--- src/rtl/pipe_pulse_pkg.sv ---
// Shared types and sizing helpers for the pipe-pulse receiver.
package pipe_pulse_pkg;

    typedef enum logic [1:0] {
        IDLE    = 2'd0,
        COLLECT = 2'd1,
        PRESENT = 2'd2
    } pp_state_e;

    localparam int WINDOW_DEFAULT = 16;

    // Bits needed for a gap counter that has to reach the value window.
    function automatic int gap_width(input int window);
        return $clog2(window + 1);
    endfunction

endpackage

--- src/rtl/pipe_pulse_gap_timer.sv ---
// Idle-gap counter. It counts consecutive zero samples while a burst is being
// collected and flags the sample that completes the closing window.
module pipe_pulse_gap_timer
    import pipe_pulse_pkg::*;
#(
    parameter int WINDOW = WINDOW_DEFAULT
) (
    input  logic clk,
    input  logic reset_n,
    input  logic clear,
    input  logic enable,
    output logic elapsed
);

    localparam int GAP_W = gap_width(WINDOW);
    localparam logic [GAP_W-1:0] GAP_LAST = GAP_W'(WINDOW - 1);

    logic [GAP_W-1:0] gap_q;

    // Gap counter: a pulse restarts the gap, each idle COLLECT sample adds one.
    always_ff @(posedge clk or negedge reset_n) begin
        if (!reset_n) begin
            gap_q <= '0;
        end else if (clear) begin
            gap_q <= '0;
        end else if (enable) begin
            gap_q <= gap_q + 1'b1;
        end
    end

    // High on the idle sample whose count brings the gap to WINDOW, so the
    // FSM can close the burst on that same edge.
    assign elapsed = enable && !clear && (gap_q == GAP_LAST);

endmodule

--- src/rtl/pipe_pulse_receiver.sv ---
// Terminating end of a pipe-pulse chain: groups pulses into bursts closed by
// an idle window, hands each burst count out over valid/ready, and forwards
// the raw stream one cycle later.
//
// state   | meaning
// --------+-------------------------------------------------------------
// IDLE    | no burst in progress, waiting for the first pulse
// COLLECT | counting pulses, gap timer watching for the closing window
// PRESENT | closed burst held on burst_count/burst_sat until accepted
module pipe_pulse_receiver
    import pipe_pulse_pkg::*;
#(
    parameter int CNT_WIDTH = 8,
    parameter int WINDOW    = WINDOW_DEFAULT
) (
    input  logic                 clk,
    input  logic                 reset_n,
    input  logic                 pipe_in,
    output logic                 pipe_out,
    output logic                 burst_valid,
    input  logic                 burst_ready,
    output logic [CNT_WIDTH-1:0] burst_count,
    output logic                 burst_sat,
    output logic                 active,
    output logic                 overrun
);

    localparam logic [CNT_WIDTH-1:0] CNT_MAX = '1;
    localparam logic [CNT_WIDTH-1:0] CNT_ONE = CNT_WIDTH'(1);

    pp_state_e            state_q, state_d;
    logic [CNT_WIDTH-1:0] count_q, count_d;
    logic                 sat_q, sat_d;
    logic [CNT_WIDTH-1:0] bcount_q, bcount_d;
    logic                 bsat_q, bsat_d;
    logic                 overrun_q, overrun_d;
    logic                 pipe_q;
    logic                 window_done;

    pipe_pulse_gap_timer #(
        .WINDOW (WINDOW)
    ) u_gap_timer (
        .clk     (clk),
        .reset_n (reset_n),
        .clear   (pipe_in),
        .enable  (state_q == COLLECT),
        .elapsed (window_done)
    );

    // Tap-through of the raw stream, independent of the FSM.
    always_ff @(posedge clk or negedge reset_n) begin
        if (!reset_n) begin
            pipe_q <= 1'b0;
        end else begin
            pipe_q <= pipe_in;
        end
    end

    // FSM state, pulse counter and presented-burst registers.
    always_ff @(posedge clk or negedge reset_n) begin
        if (!reset_n) begin
            state_q   <= IDLE;
            count_q   <= '0;
            sat_q     <= 1'b0;
            bcount_q  <= '0;
            bsat_q    <= 1'b0;
            overrun_q <= 1'b0;
        end else begin
            state_q   <= state_d;
            count_q   <= count_d;
            sat_q     <= sat_d;
            bcount_q  <= bcount_d;
            bsat_q    <= bsat_d;
            overrun_q <= overrun_d;
        end
    end

    // Next-state and next-value logic; a pulse arriving on the accepting
    // edge opens the next burst instead of being dropped.
    always_comb begin
        state_d   = state_q;
        count_d   = count_q;
        sat_d     = sat_q;
        bcount_d  = bcount_q;
        bsat_d    = bsat_q;
        overrun_d = 1'b0;
        case (state_q)
            IDLE: begin
                if (pipe_in) begin
                    state_d = COLLECT;
                    count_d = CNT_ONE;
                    sat_d   = 1'b0;
                end
            end
            COLLECT: begin
                if (pipe_in) begin
                    if (count_q == CNT_MAX) begin
                        sat_d = 1'b1;
                    end else begin
                        count_d = count_q + 1'b1;
                    end
                end else if (window_done) begin
                    state_d  = PRESENT;
                    bcount_d = count_q;
                    bsat_d   = sat_q;
                end
            end
            PRESENT: begin
                if (burst_ready) begin
                    if (pipe_in) begin
                        state_d = COLLECT;
                        count_d = CNT_ONE;
                        sat_d   = 1'b0;
                    end else begin
                        state_d = IDLE;
                    end
                end else if (pipe_in) begin
                    overrun_d = 1'b1;
                end
            end
            default: begin
                state_d = IDLE;
            end
        endcase
    end

    assign pipe_out    = pipe_q;
    assign burst_valid = (state_q == PRESENT);
    assign active      = (state_q == COLLECT);
    assign burst_count = bcount_q;
    assign burst_sat   = bsat_q;
    assign overrun     = overrun_q;

endmodule

--- config.mk ---
export PLATFORM = sky130hd
export DESIGN_NAME = pipe_pulse_receiver
export DESIGN_NICKNAME = d
export VERILOG_FILES = /design/src/rtl/pipe_pulse_pkg.sv /design/src/rtl/pipe_pulse_gap_timer.sv /design/src/rtl/pipe_pulse_receiver.sv
export SDC_FILE = /design/constraint.sdc
export NUM_CORES = 1
export LEC_CHECK = 0
export CORE_ASPECT_RATIO = 2
export CORE_MARGIN = 4
export CORE_UTILIZATION = 25
export DETAILED_ROUTE_END_ITERATION = 12
export GPL_TIMING_DRIVEN = 0
export SLEW_MARGIN = 20
export SYNTH_ARGS = -nofsm -noshare
export SYNTH_HDL_FRONTEND = slang
export SYNTH_SLANG_ARGS = --single-unit
--- constraint.sdc ---
create_clock -name clk -period 2.3 [get_ports clk]
set_input_delay 0.575 -clock clk [delete_from_list [all_inputs] [get_ports clk]]
set_output_delay 0.575 -clock clk [all_outputs]
set_load 0.02 [all_outputs]
Routing congestion:
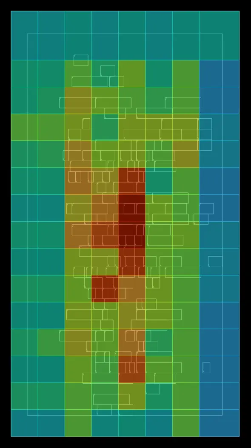
GR Util met1: 8.856%
fin util: 31.65%
gr usage total: 9.000%
Global Route met2 Usage: 17.12%
met3 global-route usage: 1.659%

Logic cells by family:
Scale bar: 20 microns.
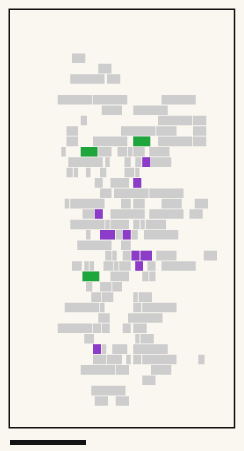
color	family	cells
purple	and/or cells	9
green	fa/ha/maj cells	3

Zoomed window:
Scale bar: 5 microns. Region (19, 66) to (39, 86) microns. Cells in gray, sequential cells in the stronger gray; small squares are vias.
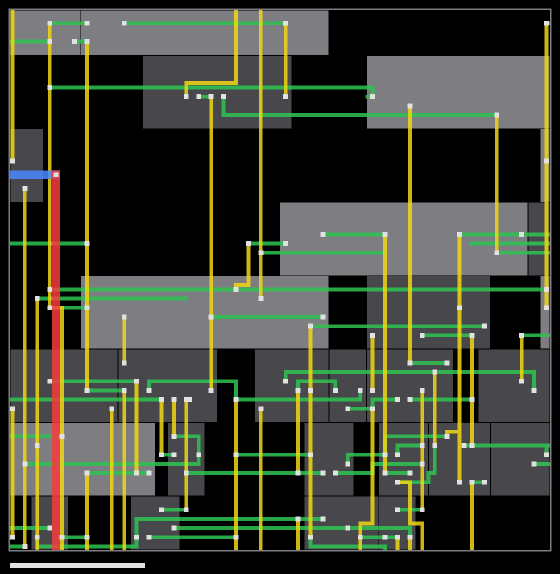
color	layer
red	M4
green	M1
yellow	M2
blue	M3
most frequent	dfrtp_1 (5), nand2_1 (3), o21ai_1 (3)
netlist names of flops here include	count_q (2)
sequential cells in the window	5
cells with their middle in the window	21

Signal wires by layer:
Scale bar: 20 microns.
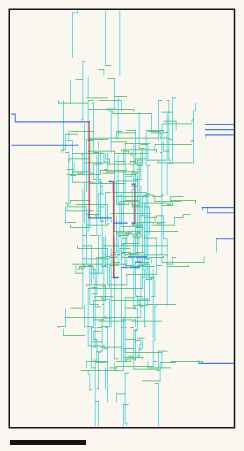
color	layer	wire length
green	M1	991 microns
cyan	M2	1510 microns
blue	M3	112 microns
red	M4	60.5 microns

Sequential cells grouped by signal name:
Scale bar: 20 microns. Other sequential cells in the stronger gray, the rest of the logic in the fainter gray.
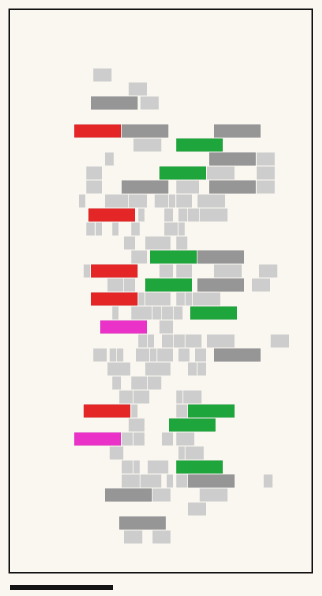
color	name in the netlist	sequential cells
magenta	state_q	2
green	count_q	8
red	u_gap_timer.gap_q	5
not colored	12

==> results.tsv <==
metric	value	unit
place.gp.congestion	0.8091	
synth_area_per_cell	11.74	sq um
cp-start-kind	register	
ant_nets	0	
p_int	0.7098	mW
die_x	58.60	microns
vias	902	
yosys_cells	109	
netlist_area	1280	sq um
tightest_slew	0.6126	ns
final_common_cell	dfrtp_1	
skew	0.006176	ns
avgViaCountPerCell	4.849	
netlist_instances	109	
nets	137	
die_h	109.2	microns
ioPinCount	17	
largest_area_cell	dfrtp_1	
ys.flops	27	
syn_nets	116	
period_needed	2.146	ns
grt_pass1_wl	4.381	mm
pwr-share-seq	59.5	%
layout-drive-gt1-share	16.28	%
first_global_vias	995	
leakagePower	0.7482	nW
cp.required	1.73	ns
num_rows	36	
hpwl	1.977	mm
clk_pin_slew_worst_paths	0.09	ns
area_growth	21.41	%
fillCellCount	504	
cp.arrival	1.57	ns
p_sw_share	29.09	%
final_hold_viol_count	0	
cts_tree	built	
clock_sinks	27	
cap_violations	0	
cts-buffers-inserted	3	
grt_start_max_net_pins	28	
top_cell_area_share	52.79	%
clkPwrFrac	28.3	%
vdd_ir_drop_max	238.8	uV
r2r-start	u_gap_timer.gap_q[0]	
antenna_found_initial	0	
ys_seq_share	52.79	%
min_path_type	in -> async	
core_area	4910	sq um
critPathMaxFanout	10	
final_cell_mix	dfrtp_1 (27), clkdlybuf4s50_1 (14), mux2_4 (8), nand2_1 (8)	
wl	2.675	mm
cts-htree-levels	1	
drv_slew	0	
fmax	466.0	MHz
r2r_cells	6	
grt-ovfl-total	0	
drc_errors	0	
rsz0062_at_grt	false	
initial_core_util	26.07	%
p_sw	0.2912	mW
power_frac_comb	12.3	%
topCellsByArea	dfrtp_1 (53%), mux2_4 (9.4%), and3_1 (3.4%)	
endpoint_kind	primary output	
reg2reg_slack	0.58	ns
die_area	6398	sq um
worstSetupPathType	reg -> out	
first_pass_iters	4	
cts_root_buffer	clkbuf_8	
drt_iter0_drc	20	
tns	0	ns
finalSetupViolCount	0	
port_buffers	16	
yosysChipArea	1280	sq um
finalClockPeriodUsage	93.31	%
status	finished, final reports clean	
r2r-end	burst_count[1]	
p_per_area	644.1	nW/um^2
num_antenna_cells	0	
warning_count	26	
wire_per_inst	14.38	microns
clock_latency	0.28	ns
ys_warn_count	0	
synthDistinctLibCells	35	
cts.repair.resized	1	
cts_hold_buffers	0	
postCtsSetupRepairBufs	0	
clockBufferDepth	2	
power.total	1.001	mW
max-slew-margin-rel	59.16	%
worst max-delay path: stages, from the launching register on:
cell,delay [ns]
dfrtp_1,0.43
nand2b_2,0.26
inv_2,0.09
buf_4,0.17
dlygate4sd2_1,0.35
sequential cells by signal, indices dropped and copies added (netlist names):
signal             flops
burst_count            8
burst_sat              1
count_q                8
overrun                1
pipe_out               1
sat_q                  1
state_q                2
u_gap_timer.gap_q      5
cell usage after synthesis:
library cell  number
nand3b_1           1
dfrtp_1           27
o21ai_0            1
inv_1              2
nor2b_1            1
a211oi_1           1
nor3b_1            1
nand2b_1           4
nand2_1            8
a21o_1             3
mux2_4             8
and3_1             7
nand3_1            3
xor2_1             2
and3_4             1
nand2b_2           1
xnor2_1            1
nand4_1            3
a211o_1            1
nor2_1             7
buf_6              1
ha_1               3
mux2_1             1
inv_2              2
a21oi_1            3
mux2i_1            3
o211ai_1           1
a41oi_1            1
o21ai_1            4
and4_1             1
a32o_1             1
a21oi_2            1
buf_4              1
a22o_1             2
buf_2              1
metal layers:
metal | part of all wire [%] | vias to the layer above | track usage (%)
met4 | 2.2 | 0 | 4.538
met3 | 4.2 | 7 | 1.659
li1 | - | 427 | -
met5 | 0 | - | 0
met2 | 57 | 20 | 17.12
met1 | 37 | 448 | 8.856
power by group through the flow:
| stage | registers (mW) | clock network (mW) | logic, mW |
|---|---|---|---|
| 2_1_floorplan | 0.579 | 0 | 0.0903 |
| 3_3_place_gp | 0.596 | 0 | 0.118 |
| 3_5_place_dp | 0.602 | 0 | 0.125 |
| 4_1_cts | 0.591 | 0.287 | 0.126 |
| 5_1_grt | 0.602 | 0.313 | 0.139 |
| 6_report | 0.595 | 0.283 | 0.123 |
final cells by class:
class	instances	area, sq um	share of cell area [%]
Clock inverter	1	7.507	0.4831
Timing Repair Buffer	16	153.9	9.903
Multi-Input combinational cell	75	565.5	36.39
Inverter	4	15.01	0.9662
Clock buffer	3	41.29	2.657
Sequential cell	27	675.6	43.48
Buffer	3	23.77	1.530
Tap cell	57	71.32	4.589
worst max-delay path by stage:
stage	startpoint	end	slack [ns]
finish	state_q[1]	active	0.15
global route	state_q[1]	active	0.06
CTS	state_q[1]	active	0.14
detailed placement	pipe_in	count_q[1]	0.13
global placement	pipe_in	count_q[1]	0.17
floorplan	u_gap_timer.gap_q[0]	burst_count[0]	0.71
metrics by stage:
| stage | instances | hold WS (ns) | worst slack [ns] | instance area, sq um |
|---|---|---|---|---|
| 6_report | 186 | 0.2993 | 0.1539 | 1554 |
| 5_1_grt | 186 | 0.3420 | 0.06150 | 1554 |
| 4_1_cts | 186 | 0.3186 | 0.1422 | 1554 |
| 3_5_place_dp | 182 | 0.4742 | 0.1304 | 1506 |
| 3_3_place_gp | 182 | 0.4723 | 0.1705 | 1511 |
| 2_1_floorplan | 109 | 0.2794 | 0.7128 | 1280 |
kinds of logic (layout without fill, tap and decap cells):
group	after synthesis	count (layout)	share of synthesized area (%)
buf+inv	7	27	3.031
xor+xnor	3	3	2.053
fa+ha+maj	3	3	2.933
mux	12	12	12.61
flops	27	27	52.79
compound gates	19	19	10.26
simple gates	38	38	16.33
Power and IR drop assume default switching activity.
